$ cat config.mk
export PLATFORM = sky130hd
export DESIGN_NAME = wb_stage
export DESIGN_NICKNAME = d
export VERILOG_FILES = /design/src/rtl/wb_stage.sv
export SDC_FILE = /design/constraint.sdc
export NUM_CORES = 1
export LEC_CHECK = 0
export ABC_AREA = 1
export CAP_MARGIN = 20
export CORE_ASPECT_RATIO = 0.75
export CORE_MARGIN = 2
export CORE_UTILIZATION = 28
export CTS_CLUSTER_DIAMETER = 150
export CTS_CLUSTER_SIZE = 25
export DETAILED_ROUTE_END_ITERATION = 16
export PLACE_DENSITY = 0.51
export SYNTH_ARGS = -nofsm -noshare
export SYNTH_HDL_FRONTEND = slang
export SYNTH_SLANG_ARGS = --single-unit
$ cat constraint.sdc
create_clock -name clk -period 3.75 [get_ports clk]
set_input_delay 0.75 -clock clk [delete_from_list [all_inputs] [get_ports clk]]
set_output_delay 0.75 -clock clk [all_outputs]
set_load 0.03 [all_outputs]
$ cat src/rtl/wb_stage.sv
// MEM/WB pipeline register and register-file write-back producer.
// Aligns big-endian load data, including LWL/LWR partial-lane writes, and counts retired instructions.
module wb_stage #(
    parameter int CNT_W = 32
) (
    input  logic             clk,
    input  logic             rst_n,
    input  logic             stall,
    input  logic             flush,
    input  logic             mem_valid,
    input  logic             mem_reg_wr,
    input  logic             mem_to_reg,
    input  logic [2:0]       mem_load_type,
    input  logic [1:0]       mem_byte_off,
    input  logic [4:0]       mem_rd_addr,
    input  logic [31:0]      mem_alu_result,
    input  logic [31:0]      mem_rdata,
    output logic [4:0]       Rd_addr,
    output logic [31:0]      Rd_in,
    output logic             RegWr,
    output logic [3:0]       Rd_Byte_w_en,
    output logic             wb_valid,
    output logic [4:0]       fwd_addr,
    output logic [31:0]      fwd_data,
    output logic             fwd_en,
    output logic [CNT_W-1:0] retired
);

    localparam logic [2:0] LD_LW  = 3'd0;
    localparam logic [2:0] LD_LB  = 3'd1;
    localparam logic [2:0] LD_LBU = 3'd2;
    localparam logic [2:0] LD_LH  = 3'd3;
    localparam logic [2:0] LD_LHU = 3'd4;
    localparam logic [2:0] LD_LWL = 3'd5;
    localparam logic [2:0] LD_LWR = 3'd6;

    logic             capture;
    logic [7:0]       lane [4];
    logic [7:0]       byte_sel;
    logic [15:0]      half_sel;
    logic [31:0]      load_data;
    logic [3:0]       load_en;

    logic [4:0]       rd_addr_next, rd_addr_reg;
    logic [31:0]      rd_in_next, rd_in_reg;
    logic             reg_wr_next, reg_wr_reg;
    logic [3:0]       byte_en_next, byte_en_reg;
    logic             valid_reg;
    logic [CNT_W-1:0] retired_next, retired_reg;

    assign capture = mem_valid & ~stall & ~flush;

    // Lane k is the k-th byte in big-endian address order.
    genvar gi;
    generate
        for (gi = 0; gi < 4; gi++) begin : g_lane
            assign lane[gi] = mem_rdata[31-8*gi -: 8];
        end
    endgenerate

    assign byte_sel = lane[mem_byte_off];
    assign half_sel = mem_byte_off[1] ? mem_rdata[15:0] : mem_rdata[31:16];

    always_comb begin
        load_data = mem_rdata;
        load_en   = 4'b1111;
        case (mem_load_type)
            LD_LB:  load_data = {{24{byte_sel[7]}}, byte_sel};
            LD_LBU: load_data = {24'h0, byte_sel};
            LD_LH:  load_data = {{16{half_sel[15]}}, half_sel};
            LD_LHU: load_data = {16'h0, half_sel};
            // 3-off equals ~off for a 2-bit offset.
            LD_LWL: begin
                load_data = mem_rdata << {mem_byte_off, 3'b000};
                load_en   = 4'b1111 << mem_byte_off;
            end
            LD_LWR: begin
                load_data = mem_rdata >> {~mem_byte_off, 3'b000};
                load_en   = 4'b1111 >> (~mem_byte_off);
            end
            default: begin
                load_data = mem_rdata;
                load_en   = 4'b1111;
            end
        endcase
    end

    always_comb begin
        rd_addr_next = 5'd0;
        rd_in_next   = 32'd0;
        reg_wr_next  = 1'b0;
        byte_en_next = 4'b0000;
        retired_next = retired_reg;
        if (capture) begin
            rd_addr_next = mem_rd_addr;
            rd_in_next   = mem_to_reg ? load_data : mem_alu_result;
            reg_wr_next  = mem_reg_wr & (mem_rd_addr != 5'd0);
            byte_en_next = reg_wr_next ? (mem_to_reg ? load_en : 4'b1111) : 4'b0000;
            retired_next = retired_reg + CNT_W'(1);
        end
    end

    always_ff @(posedge clk or negedge rst_n) begin
        if (!rst_n) begin
            rd_addr_reg <= 5'd0;
            rd_in_reg   <= 32'd0;
            reg_wr_reg  <= 1'b0;
            byte_en_reg <= 4'b0000;
            valid_reg   <= 1'b0;
            retired_reg <= '0;
        end else begin
            rd_addr_reg <= rd_addr_next;
            rd_in_reg   <= rd_in_next;
            reg_wr_reg  <= reg_wr_next;
            byte_en_reg <= byte_en_next;
            valid_reg   <= capture;
            retired_reg <= retired_next;
        end
    end

    assign Rd_addr      = rd_addr_reg;
    assign Rd_in        = rd_in_reg;
    assign RegWr        = reg_wr_reg;
    assign Rd_Byte_w_en = byte_en_reg;
    assign wb_valid     = valid_reg;
    assign fwd_addr     = rd_addr_reg;
    assign fwd_data     = rd_in_reg;
    assign fwd_en       = reg_wr_reg;
    assign retired      = retired_reg;

endmodule
==> out/qor.csv, run 1 <==
stage,metric,value,unit
floorplan,die-area,22330,um2
layout,nNonClkInverters,98,
drt,firstDrtPassIters,5,
synthesis,yosysTopAreaCell,dfrtp_1,
power,power.group.top,clock,
synthesis,synthArstFlopShare,100.0,%
layout,comb_share,39.21,%
clocking,cts.sinks,75,
setup_path,cp_num_cells,10,
global_route,grt_pass1_wl,35.60,mm
power,p_sw_share,34.69,%
flow_run,max-cap-violations,0,
power,switchingPower,913.3,uW
synthesis,synthCells,991,
synthesis,synth.top_cell.area_share,31.71,%
layout,mostFrequentLayoutCell,nand2_1,
setup_path,crit_arrival,2860,ps
setup_path,crit_start,mem_byte_off[0],
layout,buffers,203,
global_route,globalRouteMet2Util,29.81,%
setup_path,max_stage_delay,490,ps
power,power,2.633,mW
synthesis,postSynthAreaPerCell,5.973,um2
drt,avgViaCountPerCell,4.664,
synthesis,synth-cells-yosys,991,
drt,met3_length,1.732,mm
placement,routabilityCongestion,0.8923,
run_status,status,"finished, final reports clean",
synthesis,synthXorXnorAreaFrac,2.367,%
layout,drive_gt1_share,3.619,%
synthesis,synthDistinctLibCells,27,
floorplan,core_area,20950,um2
global_route,grt_max_degree,61,
setup_path,slowest_stage,clkdlybuf4s50_1,
drt,drc_errors,0,
floorplan,fp_util,28.25,%
layout,n_clock_buffer,9,
timing,finClkSkew,7.629,ps
flow_run,tool_warnings,26,
layout,logic_area,3183,um2
drt,highest_layer,met4,
layout,clock_cell_area_share,4.069,%
power,peakVddDrop,0.2206,mV
layout,comb_cells,741,
power,p_seq_share,34.5,%
synthesis,synthMostInstantiatedCell,nand2_1,
drt,antenna_left,0,
global_route,grt_util_met1,32.25,%
setup_path,crit_family,simple AND/OR/NAND/NOR gates,
timing,setup_tns,0,ps
setup_path,crit_buf_inv,2,
placement,dp_hpwl,17.33,mm
synthesis,synthTopCellsByCount,"nand2_1 (355), nor2_1 (171), inv_1 (92), dfrtp_1 (75), nand3_1 (75)",
clocking,postCtsResizedCells,0,
layout,stdcell_count,1421,
synthesis,ys_sh_adder,0.2114,%
floorplan,chipHeight,129.9,um
synthesis,area_leaders,"dfrtp_1 (32%), nand2_1 (23%), nor2_1 (11%), nand3_1 (6.3%), inv_1 (5.8%)",
layout,largest_class,combinational gates,
timing,max_clock_freq,0.3852,GHz
global_route,grt_pass1_vias,6212,
setup_path,reg2reg_slack,1920,ps
synthesis,mux_share,0,%
floorplan,die_w,171.9,um
layout,register_area,1877,um2
placement,dpl_cell_area,7787,um2
synthesis,ys_seq_share,31.71,%
placement,pre_cts_slack,797.2,ps
setup_path,r2r_end,retired[20]$_DFFE_PN0P_,
setup_path,crit_required,4020,ps
setup_path,path_cells,"clkdlybuf4s50_1, buf_4, nand2_1, nand3_1, nand2_1, nor2_1, nor2_1, nand2_1, nand2_1, a21oi_1",
setup_path,crit_path_start_kind,primary input,
timing,setup-violations-final,0,
clocking,cts_made_buffers,9,
layout,antenna_cells,0,
timing,layout_setup_ws,1154,ps
### Cell outlines without signal wires, run 1

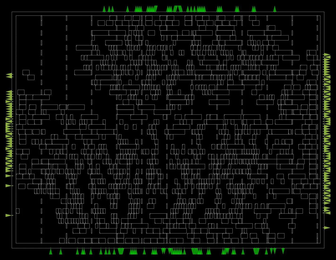
FFs & Latches: 75
Seq/total area: 23.12%
# fillers: 2333

### Cell area per tile, run 1

The die is cut into 17 by 13 equal tiles; white is low, dark blue is high, 0 to 100% covered.
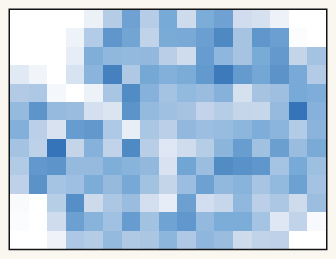
emptiest ninth of the die: top left
nearly empty tiles: 10%
fullest tile: 72%
mean over tiles: 35%

### Met3 routing, run 1

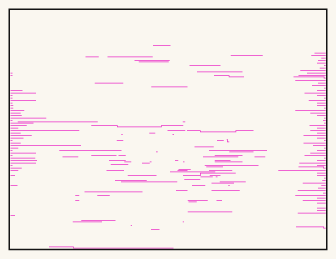
wire length on this layer: 1730 um
nets with wire on the layer: 155
main direction: horizontal
total routed wirelength: 22.98 mm
vias post-DR: 6627

--- run 2 (diff from run 1) ---
==> constraint.sdc (replaced) <==
create_clock -name clk -period 2.7 [get_ports clk]
set_input_delay 0.54 -clock clk [delete_from_list [all_inputs] [get_ports clk]]
set_output_delay 0.54 -clock clk [all_outputs]
set_load 0.03 [all_outputs]
==> out/qor.csv, run 2 <==
stage,metric,value,unit,change
global_route,globalRouteMet2Util,28.82,%,-0.99 points
placement,dp_hpwl,17.45,mm,+0.68%
layout,seq-cell-share,22.76,%,-0.36 points
drt,avgViaCountPerCell,4.579,,-1.8%
drt,antenna_left,0,,unchanged
drt,route.vias.total,6576,,-0.77%
layout,comb_share,38.60,%,-0.61 points
synthesis,synthCells,991,,unchanged
setup_path,crit_buf_inv,3,,+1
synthesis,synthXorXnorAreaFrac,2.367,%,unchanged
layout,nNonClkInverters,98,,unchanged
power,switchingPower,1.237,mW,+35%
global_route,grt_max_degree,39,,-36%
flow_run,max-cap-violations,0,,unchanged
synthesis,postSynthAreaPerCell,5.973,um2,unchanged
layout,drive_gt1_share,4.878,%,+1.3 points
drt,firstDrtPassIters,5,,unchanged
layout,antenna_cells,0,,unchanged
drt,highest_layer,met4,,
layout,mostFrequentLayoutCell,nand2_1,,
drt,met3_length,1.773,mm,+2.4%
timing,setup-violations-final,0,,unchanged
timing,layout_setup_ws,519.0,ps,-634.8 ps
power,power,3.569,mW,+36%
timing,setup_tns,0,ps,unchanged
drt,drc_errors,0,,unchanged
setup_path,path_cells,"clkdlybuf4s50_1, nand3_1, inv_2, buf_4, nand2_1, nor2_1, nor2_1, nand2_1, nand2_1, a21oi_1",,
power,peakVddDrop,0.2669,mV,+21%
setup_path,max_stage_delay,710,ps,+220 ps
power,p_seq_share,35.3,%,+0.8 points
layout,seq_cells,75,,unchanged
layout,n_clock_buffer,10,,+1
clocking,cts.sinks,75,,unchanged
layout,largest_class,combinational gates,,
setup_path,crit_family,buffers and inverters,,
synthesis,yosysTopAreaCell,dfrtp_1,,
global_route,grt_pass1_vias,6018,,-3.1%
floorplan,die_w,171.9,um,unchanged
layout,register_area,1877,um2,unchanged
synthesis,mux_share,0,%,unchanged
setup_path,crit_required,2970,ps,-1050 ps
synthesis,area_leaders,"dfrtp_1 (32%), nand2_1 (23%), nor2_1 (11%), nand3_1 (6.3%), inv_1 (5.8%)",,
flow_run,tool_warnings,26,,unchanged
timing,max_clock_freq,0.4585,GHz,
floorplan,core_area,20950,um2,unchanged
floorplan,fp_util,28.25,%,unchanged
global_route,grt_pass1_wl,34.91,mm,-1.9%
setup_path,slowest_stage,clkdlybuf4s50_1,,
synthesis,synthArstFlopShare,100.0,%,unchanged
synthesis,synthTopCellsByCount,"nand2_1 (355), nor2_1 (171), inv_1 (92), dfrtp_1 (75), nand3_1 (75)",,
run_status,status,"finished, final reports clean",,
power,power.group.top,clock,,
placement,routabilityCongestion,0.9123,,+2.2%
setup_path,r2r_end,retired[20]$_DFFE_PN0P_,,
synthesis,synthDistinctLibCells,27,,unchanged
synthesis,ys_sh_adder,0.2114,%,unchanged
layout,clock_cell_area_share,3.748,%,-0.32 points
synthesis,synthMostInstantiatedCell,nand2_1,,
placement,dpl_cell_area,7938,um2,+1.9%
drt,wl,22.58,mm,-1.7%
floorplan,die-area,22330,um2,unchanged
clocking,cts_made_buffers,9,,unchanged
layout,stdcell_count,1436,,+1.1%
synthesis,ys_seq_share,31.71,%,unchanged
power,p_sw_share,34.64,%,-0.043 points
layout,logic_area,3183,um2,unchanged
layout,comb_cells,741,,unchanged
setup_path,crit_path_start_kind,primary input,,
### Clock distribution, run 2

The bar under the picture is 50 um long.
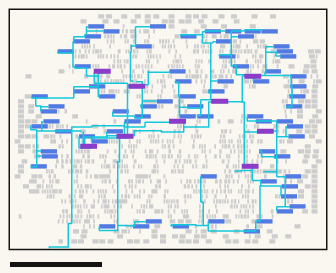
[flip-flops] blue | count: 75
[clock-net drivers] purple | count: 9
[clock wires] cyan | length: 1370 um
flops lie: all over the die
routed clock nets: 10
Late-Pin Clk Latency: 350 ps
Clk. pwr: 1.30 mW
Clock Power Share: 36.4%
Clock Skew: 5.847 ps

Power figures rest on the tool's default switching activity, not on a simulated workload.
